## src/rtl/mem_loader_pkg.sv

```systemverilog
// Shared types and constants for the memory loader.
package mem_loader_pkg;

    localparam int unsigned ADDR_W = 8;
    localparam int unsigned BYTE_W = 8;

    typedef enum logic [1:0] {
        IDLE    = 2'd0,
        COLLECT = 2'd1,
        WRITE   = 2'd2,
        DONE    = 2'd3
    } state_t;

    // Number of host bytes that make up one memory word (memory word is 2*width bits).
    function automatic int unsigned calc_nbytes(input int unsigned width);
        return (2 * width) / BYTE_W;
    endfunction

endpackage

```

## src/rtl/mem_loader_word_assembler.sv

```systemverilog
// Big-endian byte-to-word assembler: first byte ends up as the MS byte.
module word_assembler
    import mem_loader_pkg::*;
#(
    parameter int unsigned WIDTH = 8
) (
    input  logic                 clk,
    input  logic                 rst,
    input  logic                 clear,
    input  logic                 shift_en,
    input  logic [BYTE_W-1:0]    byte_in,
    output logic [2*WIDTH-1:0]   word,
    output logic                 full,
    output logic                 last_c
);

    localparam int unsigned WORD_W = 2 * WIDTH;
    localparam int unsigned NBYTES = calc_nbytes(WIDTH);
    localparam int unsigned CNT_W  = (NBYTES > 1) ? $clog2(NBYTES) : 1;

    logic [CNT_W-1:0] cnt;

    // The byte being shifted in now completes the word.
    assign last_c = (cnt == CNT_W'(NBYTES - 1));

    // Shift register and byte counter; clear discards any partial word.
    always_ff @(posedge clk or posedge rst) begin
        if (rst) begin
            cnt  <= '0;
            word <= '0;
            full <= 1'b0;
        end else if (clear) begin
            cnt  <= '0;
            word <= '0;
            full <= 1'b0;
        end else if (shift_en) begin
            word <= WORD_W'({word, byte_in});
            if (last_c) begin
                cnt  <= '0;
                full <= 1'b1;
            end else begin
                cnt <= cnt + CNT_W'(1);
            end
        end
    end

endmodule

```

## src/rtl/mem_loader.sv

```systemverilog
// Host program loader sitting in front of the CPU's unified memory port.
module mem_loader
    import mem_loader_pkg::*;
#(
    parameter int unsigned WIDTH = 8
) (
    input  logic                clk,
    input  logic                rst,
    input  logic                loadStart,
    input  logic                loadAbort,
    input  logic [ADDR_W-1:0]   loadBase,
    input  logic [ADDR_W-1:0]   loadLen,
    input  logic                byteValid,
    input  logic [BYTE_W-1:0]   byteData,
    output logic                byteReady,
    output logic                loading,
    output logic                loadDone,
    output logic [2*WIDTH-1:0]  loadChecksum,
    output logic                cpuStall,
    input  logic                cpuWrite,
    input  logic                cpuRead,
    input  logic [ADDR_W-1:0]   cpuAddress,
    input  logic [2*WIDTH-1:0]  cpuWriteData,
    output logic [2*WIDTH-1:0]  cpuReadData,
    output logic                memoryWrite,
    output logic                memoryRead,
    output logic [ADDR_W-1:0]   memoryAddress,
    output logic [2*WIDTH-1:0]  memoryWriteData,
    input  logic [2*WIDTH-1:0]  memoryOutData
);

    localparam int unsigned WORD_W = 2 * WIDTH;

    state_t              state;
    logic [ADDR_W-1:0]   addr;
    logic [ADDR_W-1:0]   len;
    logic [ADDR_W-1:0]   word_cnt;
    logic [WORD_W-1:0]   asm_word;
    logic                asm_full;
    logic                asm_last_c;
    logic                asm_clear;
    logic                byte_acc;
    logic                last_word;

    // byteReady is only ever high in COLLECT, so it doubles as the state qualifier.
    assign byte_acc  = byteValid && byteReady && !loadAbort;
    // len of 0 wraps to 8'hFF, which gives the 256-word case for free.
    assign last_word = (word_cnt == ADDR_W'(len - ADDR_W'(1)));
    assign asm_clear = (state == IDLE) || (state == WRITE) || loadAbort;
    assign cpuStall  = loading;

    word_assembler #(.WIDTH(WIDTH)) u_asm (
        .clk      (clk),
        .rst      (rst),
        .clear    (asm_clear),
        .shift_en (byte_acc),
        .byte_in  (byteData),
        .word     (asm_word),
        .full     (asm_full),
        .last_c   (asm_last_c)
    );

    // Loader FSM with registered status outputs, address/word counters and checksum.
    always_ff @(posedge clk or posedge rst) begin
        if (rst) begin
            state        <= IDLE;
            byteReady    <= 1'b0;
            loading      <= 1'b0;
            loadDone     <= 1'b0;
            loadChecksum <= '0;
            addr         <= '0;
            len          <= '0;
            word_cnt     <= '0;
        end else begin
            loadDone <= 1'b0;
            case (state)
                IDLE: begin
                    if (loadStart && !loadAbort) begin
                        state        <= COLLECT;
                        addr         <= loadBase;
                        len          <= loadLen;
                        word_cnt     <= '0;
                        loadChecksum <= '0;
                        byteReady    <= 1'b1;
                        loading      <= 1'b1;
                    end
                end
                COLLECT: begin
                    if (loadAbort) begin
                        state     <= IDLE;
                        byteReady <= 1'b0;
                        loading   <= 1'b0;
                    end else if (byte_acc && asm_last_c) begin
                        state     <= WRITE;
                        byteReady <= 1'b0;
                    end
                end
                WRITE: begin
                    // The write on the port this cycle always lands, even when aborting.
                    addr         <= addr + ADDR_W'(1);
                    word_cnt     <= word_cnt + ADDR_W'(1);
                    loadChecksum <= loadChecksum ^ asm_word;
                    if (loadAbort) begin
                        state   <= IDLE;
                        loading <= 1'b0;
                    end else if (last_word) begin
                        state    <= DONE;
                        loadDone <= 1'b1;
                    end else begin
                        state     <= COLLECT;
                        byteReady <= 1'b1;
                    end
                end
                DONE: begin
                    state     <= IDLE;
                    byteReady <= 1'b0;
                    loading   <= 1'b0;
                end
                default: begin
                    state     <= IDLE;
                    byteReady <= 1'b0;
                    loading   <= 1'b0;
                end
            endcase
        end
    end

    // Memory port mux: CPU passthrough in IDLE, loader owns the port otherwise.
    always_comb begin
        memoryWrite     = 1'b0;
        memoryRead      = 1'b0;
        memoryAddress   = addr;
        memoryWriteData = asm_word;
        cpuReadData     = '0;
        if (state == IDLE) begin
            memoryWrite     = cpuWrite;
            memoryRead      = cpuRead;
            memoryAddress   = cpuAddress;
            memoryWriteData = cpuWriteData;
            cpuReadData     = memoryOutData;
        end else if (state == WRITE) begin
            memoryWrite = asm_full;
        end
    end

endmodule

```

## config.mk

```make
export PLATFORM = sky130hd
export DESIGN_NAME = mem_loader
export DESIGN_NICKNAME = d
export VERILOG_FILES = /design/src/rtl/mem_loader_pkg.sv /design/src/rtl/mem_loader_word_assembler.sv /design/src/rtl/mem_loader.sv
export SDC_FILE = /design/constraint.sdc
export NUM_CORES = 1
export LEC_CHECK = 0
export CAP_MARGIN = 5
export CORE_MARGIN = 8
export CORE_UTILIZATION = 45
export DETAILED_ROUTE_END_ITERATION = 7
export GPL_TIMING_DRIVEN = 0
export PLACE_DENSITY = 0.8
export SLEW_MARGIN = 15
export SYNTH_ARGS = -nofsm -noshare
export SYNTH_HDL_FRONTEND = slang
export SYNTH_SLANG_ARGS = --single-unit
export TNS_END_PERCENT = 1
```

## constraint.sdc

```tcl
create_clock -name clk -period 2.6 [get_ports clk]
set_input_delay 0.39 -clock clk [delete_from_list [all_inputs] [get_ports clk]]
set_output_delay 0.39 -clock clk [all_outputs]
set_load 0.05 [all_outputs]
```

==> results.rst <==
Run summary
-----------

.. list-table::
   :header-rows: 1

   * - Metric
     - Value
   * - Nets
     - between 600 and 700
   * - Clk tree area frac
     - 3.21%
   * - Netlist Area Pre-Place
     - 3700 um^2
   * - Worst max-slew margin expressed relative to the limit
     - 64.0%
   * - WP data arrival
     - 2.26 ns
   * - Actual transition at the worst max-transition pin
     - 0.538 ns
   * - Uppermost layer routed
     - met4
   * - Xor/xnor cell area share of the yosys netlist
     - 8.42%
   * - Violated checks
     - setup timing
   * - Synthesized-area fraction occupied by adder cells
     - between 2 and 2.5%
   * - Post-route cell area
     - 5380 um^2
   * - Portion of netlist area occupied by mux cells
     - 10.8%
   * - Group drawing the most power
     - combinational cells
   * - Worst R2R Path Depth
     - 7
   * - Area figure in the yosys stat output
     - 3700 um^2
   * - Log Warnings
     - 31
   * - Combinational family with the most area after synthesis
     - simple AND/OR/NAND/NOR gates
   * - Setup-failing EPs final
     - 11
   * - Clkbuf count
     - 9
   * - Required time of the critical path
     - 2.21 ns
   * - Comb group
     - 0.00345 W
   * - Post-synth ARST share
     - 100%
   * - Run status
     - finished, violations left
   * - Critical Path Sink
     - memoryWriteData[7]
   * - Detailed-route wire length per cell
     - 16.4 um
   * - Combinational share of cell area
     - 36.7%
   * - Sequential group power
     - 0.00145 W
   * - Final Hold Violating Endpoints
     - 0
   * - Basic Gates by Area
     - 20.6%
   * - Total chip power
     - 0.00567 W
   * - Top Registers
     - loadChecksum (16), u_asm.word (16)
   * - Top cell class by occupied area
     - logic gates
   * - Crit path cell chain
     - inv_1 -> ha_1 -> clkbuf_4 -> buf_4 -> mux2_2 -> clkdlybuf4s15_2
   * - Sequential cell count of the final layout
     - ~63
   * - Antenna Diode Count
     - 0
   * - DRC violation count after routing
     - 0
   * - Detailed-routed wire length on met3
     - around 900 um
   * - Design internal power
     - 0.00281 W
   * - Total gr overflow
     - 0
   * - Nature of the critical path startpoint
     - flop
   * - DRT Pass-1 Iters
     - 4
   * - Period Utilization, post-route
     - 102%
   * - Fraction of final layout cells sized beyond drive strength 1
     - about a fifth
   * - Cell area reported after detailed placement
     - ~5200 um^2
   * - Clock slew at the register clock pins of the worst setup and hold paths
     - about 0.080 ns
   * - Core ar.
     - 8090 um^2
   * - Clock latency reported for the late side of the worst-skew pair
     - 0.35 ns
   * - Post-Route Utilization
     - 66.5%
   * - Commonest flop
     - dfrtp_1
   * - Min Clock Period, post-route
     - 2.65 ns
   * - Sum Neg Setup Slack
     - -0.354 ns
   * - Flip-flop and latch count after synthesis
     - about 63
   * - Slack of the worst reg-to-reg path
     - around 0.51 ns
   * - Largest net degree at the start of global routing
     - 39
   * - Yosys stat cell total
     - 402
   * - Sequential Power Share
     - roughly a quarter
   * - Proportion of total power due to net switching
     - between 50% and 60%
   * - Number of clock sinks
     - approximately 63
   * - Final RePlAce weighted congestion
     - approximately 0.85
   * - RSZ-0062 raised after global routing
     - true
   * - CTS Root Buffer Type
     - clkbuf_8
   * - Crit-path max FO
     - 10
   * - DPL Wire Length
     - roughly 8000 um
   * - Avg Cell Area, Syn
     - 9.20 um^2
   * - Post-synthesis cell count
     - between 400 and 500
   * - Gate Area
     - 1970 um^2
   * - Proportion of synthesized chip area in sequential cells
     - 42.6%
   * - Fmax
     - 377 MHz
   * - Die outline height
     - 107 um
   * - Compound-gate portion of the synthesized area
     - 11.0%
   * - Overall chip area
     - about 11000 um^2
   * - Post-CTS Resized
     - 136
   * - Smallest setup slack after layout
     - -0.0492 ns
   * - Cell count after placement
     - 640
   * - Via count of the first global-routing pass
     - between 3000 and 4000
   * - Met2 capacity usage during global routing
     - 32.2%
   * - Well tap count
     - 105
Yosys cell counts, types with 2 or more instances:
library cell / instances / area, um^2
a21oi_1: 32 / 160
a221oi_1: 3 / 26.3
a32oi_1: 2 / 17.5
and2_1: 19 / 119
and3_1: 5 / 31.3
buf_2: 11 / 55.1
clkbuf_1: 13 / 48.8
dfrtp_1: 63 / 1580
ha_1: 7 / 87.6
inv_1: 11 / 41.3
mux2_2: 32 / 360
mux2i_1: 4 / 40.0
nand2_1: 61 / 229
nand2b_1: 2 / 12.5
nand3_1: 17 / 85.1
nand3b_1: 4 / 30.0
nand4_1: 4 / 25.0
nor2_1: 39 / 146
nor3_1: 3 / 15.0
o21ai_0: 9 / 45.0
o22ai_1: 6 / 37.5
o31ai_1: 2 / 15.0
xnor2_1: 8 / 70.1
xor2_1: 25 / 219
**Congestion heat map**

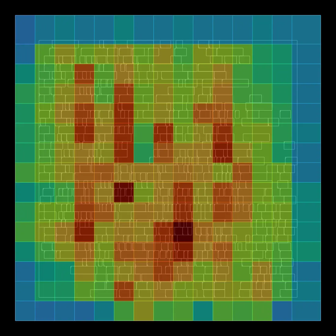
met1 usage: 22.5%
Global Route met3 Usage: 6.36%

**M1 wires**

Drawn at 4 px/um.
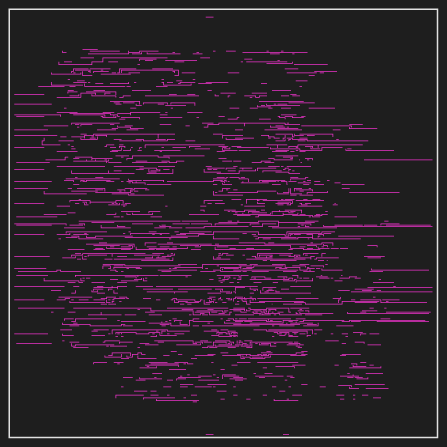
nets with wire on the layer: 560
share of all routed wire: 42%
main direction: horizontal
Post-Route WL: 10800 um
DR vias: 3446

**A small window of the routed layout**

Region (14, 67) to (39, 92) um. Cells in grey, sequential cells in the stronger grey; small squares are vias.
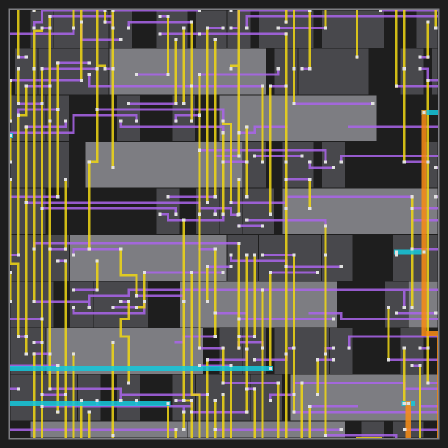
[met2] yellow
[met1] purple
[met3] cyan
[met4] orange
most frequent: nand2_1 (18), dfrtp_1 (8)
sequential cells in the window: 8
netlist names of flops here include: u_asm.word (6), loadChecksum (2)
cells with their middle in the window: 56

**Cells coloured by class**

Drawn at 4 px/um.
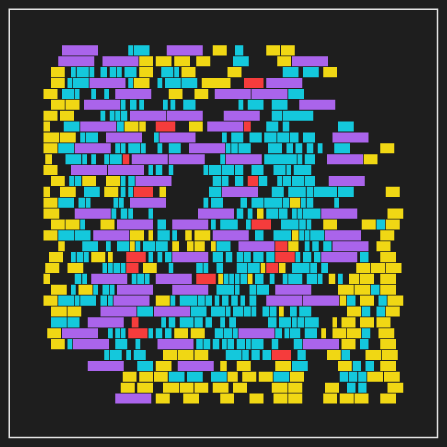
[other buffers and delay cells] yellow | cells: 158 | share of their area: 28%
[flip-flops] purple | cells: 63 | share of their area: 30%
[clock drivers and dummy loads] red | cells: 16 | share of their area: 3.3%
[all other logic] cyan | cells: 314 | share of their area: 38%
num rows: 33
sequential share of cell area: 29.3%

Power figures rest on the tool's default switching activity, not on a simulated workload.
